**Run 1: routing congestion**

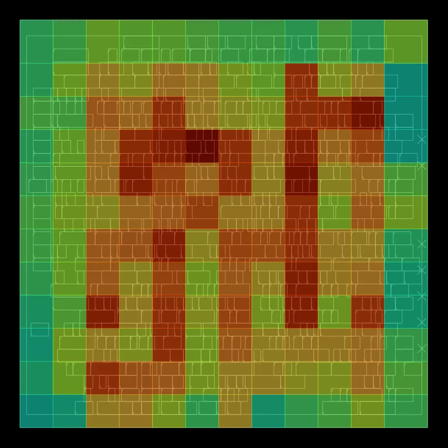
**Run 1: zoomed window**

Window x 22 to 62, y 39 to 79 um. Cells in gray, sequential cells in the stronger gray; small squares are vias.
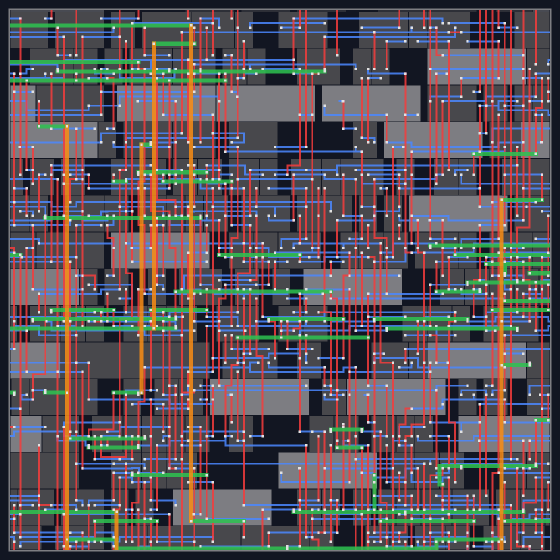
**Run 1: where the registers sit**

(6 px per um) Other sequential cells in the stronger gray, the rest of the logic in the fainter gray.
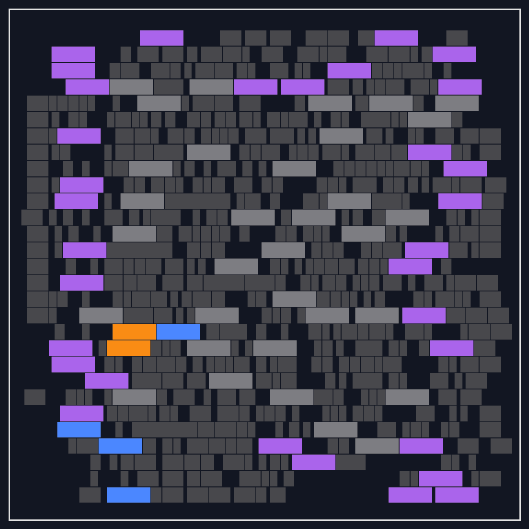
--- config.mk ---
export PLATFORM = sky130hd
export DESIGN_NAME = timer_counter
export DESIGN_NICKNAME = d
export VERILOG_FILES = /design/src/rtl/timer_counter.sv
export SDC_FILE = /design/constraint.sdc
export NUM_CORES = 1
export LEC_CHECK = 0
export ABC_CLOCK_PERIOD_IN_PS = 5700
export CAP_MARGIN = 20
export CORE_UTILIZATION = 55
export CTS_CLUSTER_SIZE = 28
export DETAILED_ROUTE_END_ITERATION = 10
export PLACE_DENSITY = 0.88
export SETUP_SLACK_MARGIN = 0.15
export SLEW_MARGIN = 20
export SYNTH_ARGS = -nofsm -noshare
export SYNTH_HDL_FRONTEND = slang
export SYNTH_SLANG_ARGS = --single-unit
--- constraint.sdc ---
create_clock -name Clk -period 5.7 [get_ports Clk]
set_input_delay 1.14 -clock Clk [delete_from_list [all_inputs] [get_ports Clk]]
set_output_delay 1.14 -clock Clk [all_outputs]
set_load 0.01 [all_outputs]
--- src/rtl/timer_counter.sv ---
// Programmable down-counting timer behind the processor bridge.
// Three word registers (CTRL, PRESET, COUNT) with combinational read-back,
// one-shot or auto-reload operation and a maskable interrupt request.
module timer_counter #(
  parameter int WIDTH = 32
) (
  input  logic             Clk,
  input  logic             Reset,
  input  logic [1:0]       Addr,
  input  logic             We,
  input  logic [WIDTH-1:0] DataIn,
  output logic [WIDTH-1:0] DataOut,
  output logic             IRQ
);

  typedef enum logic [1:0] {
    IDLE = 2'd0,
    LOAD = 2'd1,
    CNT  = 2'd2,
    INT  = 2'd3
  } stateType;

  localparam logic [1:0] ADDR_CTRL   = 2'd0;
  localparam logic [1:0] ADDR_PRESET = 2'd1;
  localparam logic [1:0] ADDR_COUNT  = 2'd2;

  stateType         stateReg, stateNext;
  logic [3:0]       ctrlReg, ctrlNext;
  logic [WIDTH-1:0] presetReg, presetNext;
  logic [WIDTH-1:0] countReg, countNext;
  logic             irqFlagReg, irqFlagNext;

  logic enable;
  logic autoReload;
  logic irqMask;
  logic ctrlWrite;
  logic presetWrite;

  // CTRL field decode; only Mode 01 reloads, the other modes behave as one-shot
  assign enable      = ctrlReg[0];
  assign autoReload  = (ctrlReg[2:1] == 2'b01);
  assign irqMask     = ctrlReg[3];
  assign ctrlWrite   = We && (Addr == ADDR_CTRL);
  assign presetWrite = We && (Addr == ADDR_PRESET);

  // State and register update
  always_ff @(posedge Clk) begin
    if (Reset) begin
      stateReg   <= IDLE;
      ctrlReg    <= '0;
      presetReg  <= '0;
      countReg   <= '0;
      irqFlagReg <= 1'b0;
    end else begin
      stateReg   <= stateNext;
      ctrlReg    <= ctrlNext;
      presetReg  <= presetNext;
      countReg   <= countNext;
      irqFlagReg <= irqFlagNext;
    end
  end

  // Next-state logic; CPU writes to CTRL override the FSM's Enable clear,
  // and entering INT sets the flag even when a CTRL write would clear it
  always_comb begin
    stateNext   = stateReg;
    ctrlNext    = ctrlReg;
    presetNext  = presetReg;
    countNext   = countReg;
    irqFlagNext = irqFlagReg;

    // Auto-reload produces a single-cycle pulse; one-shot holds until a CTRL write
    if (autoReload || ctrlWrite) begin
      irqFlagNext = 1'b0;
    end

    case (stateReg)
      IDLE: begin
        if (enable) begin
          stateNext = LOAD;
        end
      end
      LOAD: begin
        countNext = presetReg;
        stateNext = CNT;
      end
      CNT: begin
        if (!enable) begin
          stateNext = IDLE;
        end else if (countReg == '0) begin
          stateNext = INT;
        end else begin
          countNext = countReg - WIDTH'(1);
        end
      end
      INT: begin
        irqFlagNext = 1'b1;
        if (autoReload) begin
          stateNext = LOAD;
        end else begin
          ctrlNext[0] = 1'b0;
          stateNext   = IDLE;
        end
      end
      default: stateNext = IDLE;
    endcase

    if (ctrlWrite) begin
      ctrlNext = DataIn[3:0];
    end
    if (presetWrite) begin
      presetNext = DataIn;
    end
  end

  // Zero-latency read mux
  always_comb begin
    DataOut = '0;
    case (Addr)
      ADDR_CTRL:   DataOut = {{(WIDTH-4){1'b0}}, ctrlReg};
      ADDR_PRESET: DataOut = presetReg;
      ADDR_COUNT:  DataOut = countReg;
      default:     DataOut = '0;
    endcase
  end

  assign IRQ = irqFlagReg & irqMask;

endmodule

==> impl_metrics.csv, run 1 <==
group,metric,value,unit
placed_design,gp_congestion,0.816,
run,drv_cap,0,
run,warnings,26,
finish,num-multi-input-gates,410,
detailed_routing,vias_per_cell,6.11,
critical_path,worst_path_most_repeated_cell,"clkdlybuf4s50_1",
run_status,status,"complete, but fails checks",
pwr,switching_share,22.3,%
final_timing,fin_crit,4.27,ns
synthesis,ys_area,3780,um2
critical_path,path_class,"in -> out",
critical_path,endpoint,"DataOut[18]",
placed_design,portBuffers,69,
hold_path,holdPathStages,2,
critical_path,cp_max_fo,28,
finish,nNonClkBuffers,74,
final_timing,tightest_slew,0.877,ns
clock_tree,clk_latency,0.35,ns
finish,area_growth,24.3,%
pwr,clkPwrFrac,45.3,%
final_timing,slew_viol_final,0,
final_timing,hold_violations,0,
finish,stdcell_count,651,
clock_tree,cts_buffers,9,
placed_design,hpwlAfterDp,6.42,mm
finish,drive_above_1_share,6.27,%
final_timing,setup_ws,1.43,ns
final_timing,fmax,234,MHz
die,die_y,84.9,um
clock_tree,cts.sinks,71,
pwr,p_int,0.847,mW
final_timing,fin_crit_sh,74.9,%
synthesis,ys_ff,71,
final_timing,clock_skew,0.00654,ns
detailed_routing,maxUsedRoutingLayer,"met4",
finish,lay_top_cells,"nand2_1 (128), a21oi_1 (75), dfxtp_1 (71), clkdlybuf4s50_1 (68), o21ai_0 (41)",
final_timing,rsz0062_at_grt,"no",
detailed_routing,drt_iter0_drc,351,
pwr,seqPwrFrac,46.9,%
pwr,pwr_density_cell,232,nW/um2
finish,inverters_excl_clock,3,
hold_path,min_from,"presetReg[30]",
finish,fin_area,4700,um2
finish,seq_area,1420,um2
critical_path,crit_path_start_kind,"input port",
critical_path,crit_chain,"clkdlybuf4s50_1 -> nor2b_2 -> buf_4 -> a22o_1 -> clkdlybuf4s50_1",
critical_path,slowest_stage,"clkdlybuf4s50_1",
critical_path,r2r-end,"countReg[30]",
critical_path,endpoint_kind,"output pin",
clock_tree,clockBufferDepth,2,
finish,diodes,0,
finish,nFillCells,510,
synthesis,ys_warn_count,0,
run_status,violations,"design-rule violations",
synthesis,yosysCellCount,527,
synthesis,ys_sh_xor,0.232,%
clock_tree,postCtsSetupBuffers,0,
grt,grt_start_max_net_pins,73,
synthesis,async_flop_share,0,%
clock_tree,cts_resized,0,
critical_path,worstReg2RegStart,"countReg[0]",
critical_path,r2r_slack,2.70,ns
finish,largest_cell_class,"combinational gates",
finish,nFlopsAndLatches,71,
pwr,peakVddDrop,0.141,mV
grt,antenna_found_initial,0,
critical_path,cp.depth,5,
placed_design,placed_cells,635,
finish,fin_nets,607,
critical_path,critPathRequiredTime,4.56,ns
placed_design,place_area,4450,um2
grt,grt_pass1_wl,16.9,mm
grt,globalRouteOverflowTotal,0,
detailed_routing,drc,7,
clock_tree,clkTransAtPathRegs,0.07,ns
detailed_routing,via_count,3976,
pwr,power,1.09,mW
synthesis,synth.cellmix.compoundShare,28.5,%
synthesis,flop_cell,"dfxtp_1",
detailed_routing,drt-met1-wl,4.41,mm
critical_path,crit_arrival,3.13,ns
detailed_routing,met2WireLength,4.88,mm
detailed_routing,drtAntennaViolNets,0,
synthesis,synthTopLogicFamily,"AND-OR/OR-AND gates",
finish,seq_share,30.2,%
hold_path,hold_end,"presetReg[30]",
clock_tree,root_buffer,"clkbuf_8",
finish,buffer_area_share,15.4,%
clock_tree,htree_levels,3,
final_timing,relSlewSlack,41.4,%
final_timing,hold_slack,0.471,ns
synthesis,syn_avg_cell_area,7.17,um2
critical_path,cp_top_family,"buffers and inverters",
grt,grt-busiest-layer,"met2",
die,rows,29,
pwr,netSwitchingPower,0.244,mW
clock_tree,holdBufCountCts,0,
finish,clk_share,5.22,%
detailed_routing,dr_wl_met3,804,um
detailed_routing,wire_per_inst,15.8,um
pwr,leakage,1.65,nW
synthesis,synth_nets,565,
finish,top_regs,"countReg (32), presetReg (32), ctrlReg (4)",
grt,grt_use_met3,4.47,%
die,coreArea,6490,um2
synthesis,synth_area,3780,um2
synthesis,adder_share,0.331,%
synthesis,edf_count,0,
synthesis,post_synth_inst_count,527,
critical_path,path_buffers,3,
grt,gr-usage-met2,48.0,%
critical_path,slowest_delay,0.69,ns
finish,comb_share,46.9,%
pwr,pwr-share-comb,7.8,%
placed_design,pre_cts_slack,1.47,ns
die,n_tap_cell,77,
synthesis,ys_seq_share,37.6,%
final_timing,setup-tns-final,0,ns
Notes on 'routing congestion' above:
met1 usage: 37.8%
total track usage: 29.1%
post-layout util: 72.4%

Notes on 'zoomed window' above:
color	layer
blue	M1
red	M2
orange	M4
green	M3
sequential cells in the window	17
netlist names of flops here include	countReg (14), presetReg (3)
cells with their middle in the window	175
most frequent	nand2_1 (31), a21oi_1 (24)

Notes on 'where the registers sit' above:
color	netlist name	sequential cells
orange	stateReg	2
purple	presetReg	32
blue	ctrlReg	4
not colored	33

-- run 1: cells in the mapped netlist (2+ instances only) --
| cell type | n | share of area [%] |
|---|---|---|
| dfxtp_1 | 71 | 38 |
| nand3_1 | 9 | 1.2 |
| a21oi_1 | 75 | 9.9 |
| nor2b_1 | 6 | 0.99 |
| nand4_1 | 5 | 0.83 |
| nor4_1 | 2 | 0.33 |
| mux2i_1 | 7 | 1.9 |
| a31oi_1 | 3 | 0.50 |
| inv_1 | 3 | 0.30 |
| o41ai_1 | 6 | 1.4 |
| nand2b_1 | 2 | 0.33 |
| nand2_1 | 129 | 13 |
| and2_1 | 3 | 0.50 |
| clkbuf_1 | 37 | 3.7 |
| o31ai_1 | 5 | 0.99 |
| nor3_1 | 12 | 1.6 |
| nor3b_1 | 4 | 0.79 |
| clkbuf_2 | 2 | 0.26 |
| a22o_1 | 33 | 7.6 |
| o21a_1 | 4 | 0.79 |
| o21ai_0 | 41 | 5.4 |
| buf_2 | 3 | 0.40 |
| nor2_1 | 36 | 3.6 |
| or3_1 | 2 | 0.33 |
| or4_1 | 5 | 0.99 |
| and3_1 | 2 | 0.33 |
-- run 1: power by group through the flow --
stage / clock network, mW / logic [mW] / registers (mW)
3_3_place_gp: 0 / 0.0811 / 0.523
4_1_cts: 0.494 / 0.0840 / 0.512
5_1_grt: 0.511 / 0.0928 / 0.513
3_5_place_dp: 0 / 0.0834 / 0.523
2_1_floorplan: 0 / 0.0441 / 0.521
6_report: 0.494 / 0.0849 / 0.512
-- run 1: cells by family after synthesis --
family | Yosys count
xor gates and xnor gates | 1
AOI/OAI and AO/OA | 175
adders and majority gates | 1
buffers and inverters | 46
DFF | 71
and+or+nand+nor | 226
muxes | 7
==> run 2, diff against run 1 <==
--- a/config.mk
+++ b/config.mk
@@ -5,12 +5,12 @@
 export SDC_FILE = /design/constraint.sdc
 export NUM_CORES = 1
 export LEC_CHECK = 0
-export ABC_CLOCK_PERIOD_IN_PS = 5700
+export ABC_CLOCK_PERIOD_IN_PS = 4100
 export CAP_MARGIN = 20
-export CORE_UTILIZATION = 55
+export CORE_UTILIZATION = 53
 export CTS_CLUSTER_SIZE = 28
 export DETAILED_ROUTE_END_ITERATION = 10
-export PLACE_DENSITY = 0.88
+export PLACE_DENSITY = 0.86
 export SETUP_SLACK_MARGIN = 0.15
 export SLEW_MARGIN = 20
 export SYNTH_ARGS = -nofsm -noshare
==> constraint.sdc (replaced) <==
create_clock -name Clk -period 4.1 [get_ports Clk]
set_input_delay 0.82 -clock Clk [delete_from_list [all_inputs] [get_ports Clk]]
set_output_delay 0.82 -clock Clk [all_outputs]
set_load 0.01 [all_outputs]
==> run 2 against run 1 <==
- the flow now finishes without violations
- total power up 24%
- global-route usage down 1.1 points
- core utilization down 3.9 points
- critical path type unchanged
- cell area down 0.45%
- largest cell class unchanged
- first-iteration DRC count down 21%
- critical endpoint is now DataOut[20]
- clock power up 5.3%
- sequential share of layout area up 0.14 points
- routed wire length down 2.2%
- setup slack worse by 0.93 ns
- combinational power up 39%
==> impl_metrics.csv, run 2 <==
group,metric,value,unit
run_status,status,"completed",
pwr,netSwitchingPower,0.323,mW
critical_path,cp_max_fo,28,
synthesis,ys_ff,71,
clock_tree,postCtsSetupBuffers,0,
critical_path,endpoint_kind,"output pin",
detailed_routing,firstDrtPassIters,5,
die,die_x,86.5,um
die,dieArea,7480,um2
synthesis,ys_sh_xor,0.232,%
placed_design,gp_congestion,0.862,
clock_tree,clk_latency,0.35,ns
critical_path,crit_path_start_kind,"input port",
synthesis,top_cells_by_count,"nand2_1 (129), a21oi_1 (75), dfxtp_1 (71)",
placed_design,hpwlAfterDp,6.62,mm
detailed_routing,dr_wl_met3,658,um
grt,antenna_found_initial,0,
synthesis,ys_sh_mux,1.85,%
final_timing,fin_crit,3.60,ns
grt,grt_use_met3,4.00,%
critical_path,path_class,"in -> out",
clock_tree,clkTransAtPathRegs,0.07,ns
grt,gr-usage-met2,45.1,%
finish,diodes,0,
placed_design,portBuffers,69,
finish,area_growth,23.7,%
run,drv_cap,0,
finish,top_regs,"countReg (32), presetReg (32), ctrlReg (4)",
synthesis,adder_share,0.331,%
synthesis,synth_cell_types,46,
synthesis,synthTopLogicFamily,"AND-OR/OR-AND gates",
synthesis,ys_area,3780,um2
synthesis,area_leaders,"dfxtp_1 (38%), nand2_1 (13%), a21oi_1 (9.9%)",
final_timing,fin_crit_sh,87.7,%
synthesis,async_flop_share,0,%
final_timing,clock_skew,0.00588,ns
detailed_routing,vias_per_cell,5.86,
finish,nFillCells,574,
synthesis,ys_warn_count,0,
clock_tree,cts.sinks,71,
detailed_routing,drt_iter0_drc,277,
final_timing,rsz0062_at_grt,"no",
grt,track_usage,28.0,%
critical_path,path_buffers,3,
synthesis,post_synth_inst_count,527,
final_timing,hold_slack,0.476,ns
die,fp_util,55.3,%
detailed_routing,wire_per_inst,14.9,um
detailed_routing,drt-total-wl,10.1,mm
grt,grt_start_max_net_pins,45,
clock_tree,cts_resized,0,
die,io_pins,70,
critical_path,worst_path_most_repeated_cell,"clkdlybuf4s50_1",
final_timing,relSlewSlack,39.7,%
clock_tree,root_buffer,"clkbuf_8",
final_timing,fmax,278,MHz
detailed_routing,via_count,3947,
die,coreArea,6830,um2
critical_path,cp_top_family,"buffers and inverters",
pwr,peakVddDrop,0.170,mV
detailed_routing,met2WireLength,4.72,mm
run,warnings,26,
pwr,pwr-share-comb,8.8,%
synthesis,synth_area,3780,um2
finish,lay_top_cells,"nand2_1 (129), a21oi_1 (75), dfxtp_1 (71), clkdlybuf4s50_1 (68), o21ai_0 (41)",
synthesis,syn_avg_cell_area,7.17,um2
synthesis,top_cell_area_share,37.6,%
finish,drive_above_1_share,5.88,%
final_timing,setup_violations,0,
critical_path,crit_chain,"clkdlybuf4s50_1 -> nor2b_2 -> buf_4 -> a22o_1 -> clkdlybuf4s50_1",
final_timing,hold_violations,0,
hold_path,hold_class,"reg -> reg",
finish,fin_nets,612,
pwr,switching_share,23.9,%
final_timing,slew_viol_final,0,
clock_tree,cts_tree,"done",
pwr,seqPwrFrac,52.7,%
synthesis,yosys.area.top_type,"dfxtp_1",
synthesis,synth_nets,565,
detailed_routing,drtAntennaViolNets,0,
clock_tree,cts_buffers,9,
grt,globalRouteOverflowTotal,0,
clock_tree,htree_levels,3,
die,rows,30,
clock_tree,clockBufferDepth,2,
grt,grt_pass1_wl,16.7,mm
clock_tree,holdBufCountCts,0,
pwr,pwr_density_cell,289,nW/um2
pwr,clkPwrFrac,38.5,%
synthesis,edf_count,0,
detailed_routing,drc,0,
synthesis,ys_seq_share,37.6,%
final_timing,tightest_slew,0.903,ns
pwr,p_int,1.03,mW
die,die_y,86.5,um
pwr,leakage,1.64,nW
critical_path,critPathRequiredTime,3.28,ns
critical_path,crit_arrival,2.78,ns
synthesis,synth.cellmix.compoundShare,28.5,%
final_timing,setup-tns-final,0,ns
detailed_routing,drt-met1-wl,4.51,mm
synthesis,flop_cell,"dfxtp_1",
synthesis,simple_gate_share,26.8,%
detailed_routing,maxUsedRoutingLayer,"met4",
synthesis,yosysCellCount,527,
critical_path,slowest_delay,0.66,ns
grt,grt_pass1_vias,3545,
critical_path,slowest_stage,"clkdlybuf4s50_1",
synthesis,synth_dominant_cell_count,"nand2_1",
## run 2: cell types whose count changed in the layout (fill, tap and decap cells not counted), sizes merged
| cell | change |
|---|---|
| buf | +5 |
| bufinv | -3 |
| clkbuf | +5 |
| clkinv | -2 |
| clkinvlp | -1 |
## run 2: power groups by stage
| stage | Sequential, mW | Combinational (mW) | Clock [mW] |
|---|---|---|---|
| 4_1_cts | 0.712 | 0.118 | 0.523 |
| 3_3_place_gp | 0.727 | 0.115 | 0 |
| 6_report | 0.712 | 0.118 | 0.520 |
| 3_5_place_dp | 0.727 | 0.117 | 0 |
| 2_1_floorplan | 0.724 | 0.0613 | 0 |
| 5_1_grt | 0.713 | 0.129 | 0.553 |
## run 2: path summary, 6_finish.rpt
kind | start | to | slack, ns | cells after the start
worst max-delay path | Addr[1] | DataOut[20] | 0.50 | 5
worst min-delay path | presetReg[9] | presetReg[9] | 0.48 | 2
worst max register to register | countReg[9] | countReg[5] | 1.29 | 7
worst min register to register | presetReg[9] | presetReg[9] | 0.48 | 2
## run 2: final cells by class
cell class	instances	area [um2]	area share (%)
Timing Repair Buffer	79	761	16.3
Multi-Input combinational cell	410	2190	46.8
Inverter	3	11.3	0.241
Sequential cell	71	1420	30.4
Tap cell	96	120	2.57
Clock buffer	15	176	3.77
## run 2: stage by stage
stage / total power [mW] / setup slack, ns / instance area (um2) / utilization, % / std cells
after global placement: 0.842 / 0.580 / 4500 / 65.9 / 659
after global routing: 1.40 / 0.389 / 4680 / 68.5 / 674
after floorplan: 0.785 / 1.24 / 3780 / - / 527
after CTS: 1.35 / 0.514 / 4680 / 68.5 / 674
after detailed placement: 0.844 / 0.520 / 4500 / 65.9 / 659
final: 1.35 / 0.504 / 4680 / 68.5 / 674
**Run 2: zoomed window**

Window x 23 to 63, y 41 to 81 um. Cells in gray, sequential cells in the stronger gray; small squares are vias.
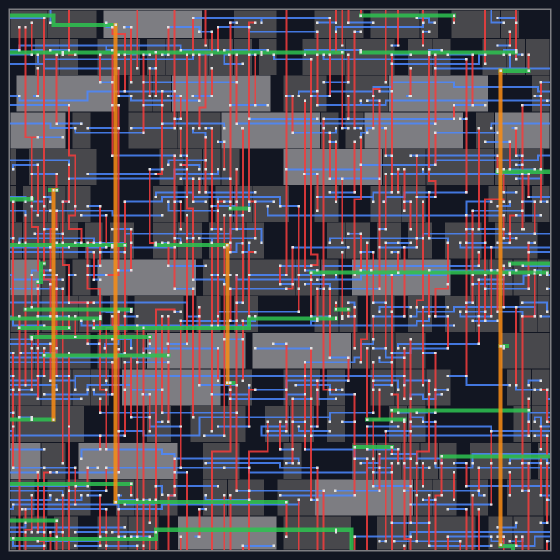
color	layer
orange	M4
green	M3
blue	M1
red	M2
most frequent	nand2_1 (37), a21oi_1 (23), dfxtp_1 (17)
sequential cells in the window	17
netlist names of flops here include	countReg (12), presetReg (5)
cells with their middle in the window	173

**Run 2: gate families picked out**

(6 px per um)
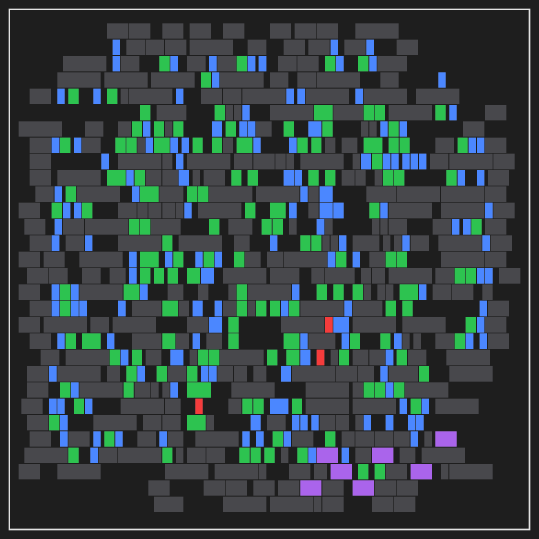
color	family	cells
purple	mux cells	7
blue	nand cells	146
green	aoi and oai cells	135
red	inv cells	3
most numerous logic cell after layout: nand2_1
final std cells w/o fill: 674
logic gate fraction of the total cell area: 46.8%

**Run 2: routing congestion**

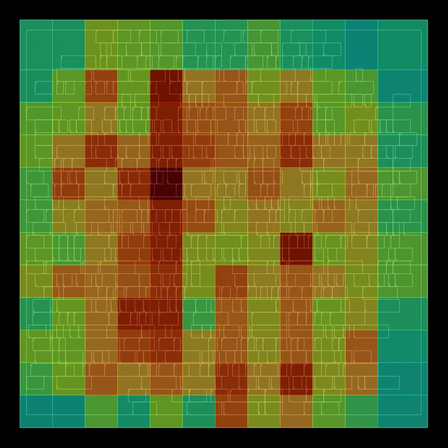
global-route layer with the greatest usage: met2
met1 usage: 37.1%

==> run 3, diff against run 2 <==
--- a/config.mk
+++ b/config.mk
@@ -7,10 +7,13 @@
 export LEC_CHECK = 0
 export ABC_CLOCK_PERIOD_IN_PS = 4100
 export CAP_MARGIN = 20
-export CORE_UTILIZATION = 53
+export CELL_PAD_IN_SITES_DETAIL_PLACEMENT = 1
+export CELL_PAD_IN_SITES_GLOBAL_PLACEMENT = 2
+export CORE_UTILIZATION = 29
 export CTS_CLUSTER_SIZE = 28
 export DETAILED_ROUTE_END_ITERATION = 10
-export PLACE_DENSITY = 0.86
+export GPL_TIMING_DRIVEN = 1
+export PLACE_DENSITY = 0.84
 export SETUP_SLACK_MARGIN = 0.15
 export SLEW_MARGIN = 20
 export SYNTH_ARGS = -nofsm -noshare
==> run 3 against run 2 <==
- cell count is 12% higher
- via count rose by 0.41%
- non-clock buffer count up 4
- synthesized area stayed put
- cell area grew 5.1%
==> impl_metrics.csv, run 3 <==
group,metric,value,unit
run_status,status,"completed",
die,fp_util,29.8,%
critical_path,crit_path_start_kind,"input port",
final_timing,fin_crit,3.58,ns
clock_tree,holdBufCountCts,0,
clock_tree,htree_levels,3,
pwr,power,1.58,mW
final_timing,clock_skew,0.00639,ns
final_timing,setup-tns-final,0,ns
critical_path,path_class,"in -> out",
die,die_y,116,um
grt,globalRouteOverflowTotal,0,
grt,track_usage,19.2,%
synthesis,edf_count,0,
clock_tree,clk_latency,0.34,ns
finish,fin_area,4920,um2
clock_tree,cts_tree,"done",
placed_design,gp_congestion,0.812,
clock_tree,postCtsSetupBuffers,0,
synthesis,synth_nets,565,
pwr,leakage,1.71,nW
synthesis,ys_sh_mux,1.85,%
synthesis,synthTopLogicFamily,"AND-OR/OR-AND gates",
critical_path,critPathRequiredTime,3.28,ns
die,rows,41,
detailed_routing,drtAntennaViolNets,0,
die,io_pins,70,
synthesis,async_flop_share,0,%
final_timing,hold_slack,0.475,ns
final_timing,setup_violations,0,
detailed_routing,vias_per_cell,5.26,
clock_tree,cts.sinks,71,
clock_tree,cts_resized,0,
synthesis,simple_gate_share,26.8,%
synthesis,area_leaders,"dfxtp_1 (38%), nand2_1 (13%), a21oi_1 (9.9%)",
final_timing,slew_viol_final,0,
final_timing,relSlewSlack,35.6,%
synthesis,yosys.area.top_type,"dfxtp_1",
detailed_routing,drt-total-wl,12.2,mm
critical_path,endpoint_kind,"output pin",
detailed_routing,via_count,3963,
final_timing,rsz0062_at_grt,"no",
synthesis,adder_share,0.331,%
placed_design,pre_cts_slack,0.519,ns
finish,top_regs,"countReg (32), presetReg (32), ctrlReg (4)",
synthesis,top_cells_by_count,"nand2_1 (129), a21oi_1 (75), dfxtp_1 (71)",
synthesis,ys_area,3780,um2
finish,lay_top_cells,"nand2_1 (129), a21oi_1 (75), dfxtp_1 (71), clkdlybuf4s50_1 (68), o21ai_0 (41)",
hold_path,hold_class,"reg -> reg",
placed_design,placed_cells,739,
final_timing,hold_violations,0,
pwr,peakVddDrop,0.139,mV
synthesis,synth.cellmix.compoundShare,28.5,%
finish,lay_top_count,"nand2_1",
grt,grt_pass1_wl,20.2,mm
finish,diodes,0,
final_timing,fin_crit_sh,87.4,%
final_timing,tightest_slew,0.964,ns
synthesis,post_synth_inst_count,527,
detailed_routing,firstDrtPassIters,4,
synthesis,synth_area,3780,um2
die,coreArea,12700,um2
synthesis,ys_sh_xor,0.232,%
critical_path,cp_max_fo,34,
synthesis,ys_ff,71,
detailed_routing,drt_iter0_drc,179,
run,drv_cap,0,
placed_design,portBuffers,69,
pwr,pwr_density_cell,322,nW/um2
die,dieArea,13500,um2
final_timing,fmax,279,MHz
critical_path,crit_arrival,2.76,ns
die,die_x,116,um
finish,fin_nets,616,
clock_tree,cts_buffers,9,
clock_tree,clkTransAtPathRegs,0.05,ns
synthesis,syn_avg_cell_area,7.17,um2
synthesis,flop_cell,"dfxtp_1",
placed_design,hpwlAfterDp,8.33,mm
finish,area_growth,30.0,%
grt,antenna_found_initial,0,
run,warnings,26,
grt,grt_start_max_net_pins,46,
synthesis,ys_seq_share,37.6,%
detailed_routing,drc,0,
grt,grt_pass1_vias,4000,
final_timing,setup_ws,0.516,ns
run 3: path summary, 6_finish.rpt:
path,depth (start not counted),start,slack [ns],to
setup / recovery,5,Addr[0],0.52,DataOut[22]
hold / removal,2,presetReg[10],0.47,presetReg[10]
setup reg to reg,7,countReg[14],1.37,countReg[15]
hold reg to reg,2,presetReg[10],0.47,presetReg[10]
run 3: logic make-up (layout without fill, tap and decap cells):
| logic type | after synthesis | count (layout) |
|---|---|---|
| xor+xnor | 1 | 1 |
| buf+inv | 46 | 101 |
| mux | 7 | 7 |
| flops | 71 | 71 |
| simple gates | 226 | 226 |
| fa+ha+maj | 1 | 1 |
| compound gates | 175 | 175 |
run 3: final cells by class:
cell class / instances / area (um2)
clock buffers: 15 / 278
fillers: 1562 / 7750
inverters: 3 / 11.3
multi-input cells: 410 / 2190
flip-flops and latches: 71 / 1420
well taps: 172 / 215
repair buffers: 83 / 803
run 3: metal layers:
| metal | GRT usage, % | part of all wire, % | vias up |
|---|---|---|---|
| li1 | - | - | 1967 |
| met1 | 24.3 | 48 | 1915 |
| met2 | 32.7 | 47 | 66 |
| met3 | 3.11 | 3.1 | 15 |
| met4 | 7.01 | 1.5 | 0 |
| met5 | 0 | 0 | - |
run 3: critical path: stages:
cell             delay [ns]
clkdlybuf4s50_1        0.58
nor2b_2                0.20
buf_4                  0.38
a22o_1                 0.21
clkdlybuf4s50_1        0.56
run 3: power by group:
group | internal, mW | total, mW | switching [mW]
combinational | 0.0607 | 0.123 | 0.0623
sequential | 0.702 | 0.713 | 0.0104
clock | 0.457 | 0.746 | 0.290
**Run 3: gate families picked out**

(4 px per um)
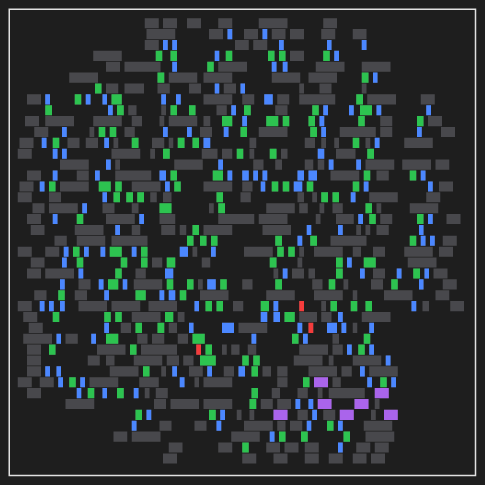
color	family	cells
green	aoi and oai cells	135
purple	mux cells	7
blue	nand cells	146
red	inv cells	3
logic gate fraction of the total cell area: 44.5%
final std cells w/o fill: 754

**Run 3: metal 2**

(2 px per um) Cells faint in the background.
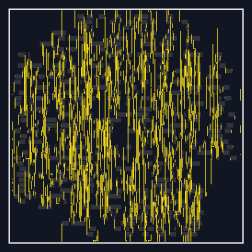
share of all routed wire	47%
wire length on this layer	5810 um
longest straight run	64.3 um
nets with wire on the layer	507

**Run 3: routing congestion**

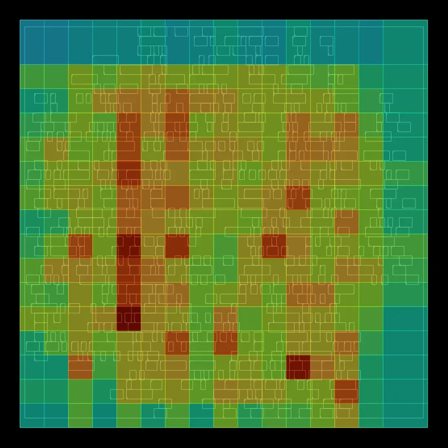
WL/cell: 16.2 um
met3 GRT Util: 3.11%
met1 usage: 24.3%
post-layout util: 38.8%

Power figures rest on the tool's default switching activity, not on a simulated workload.
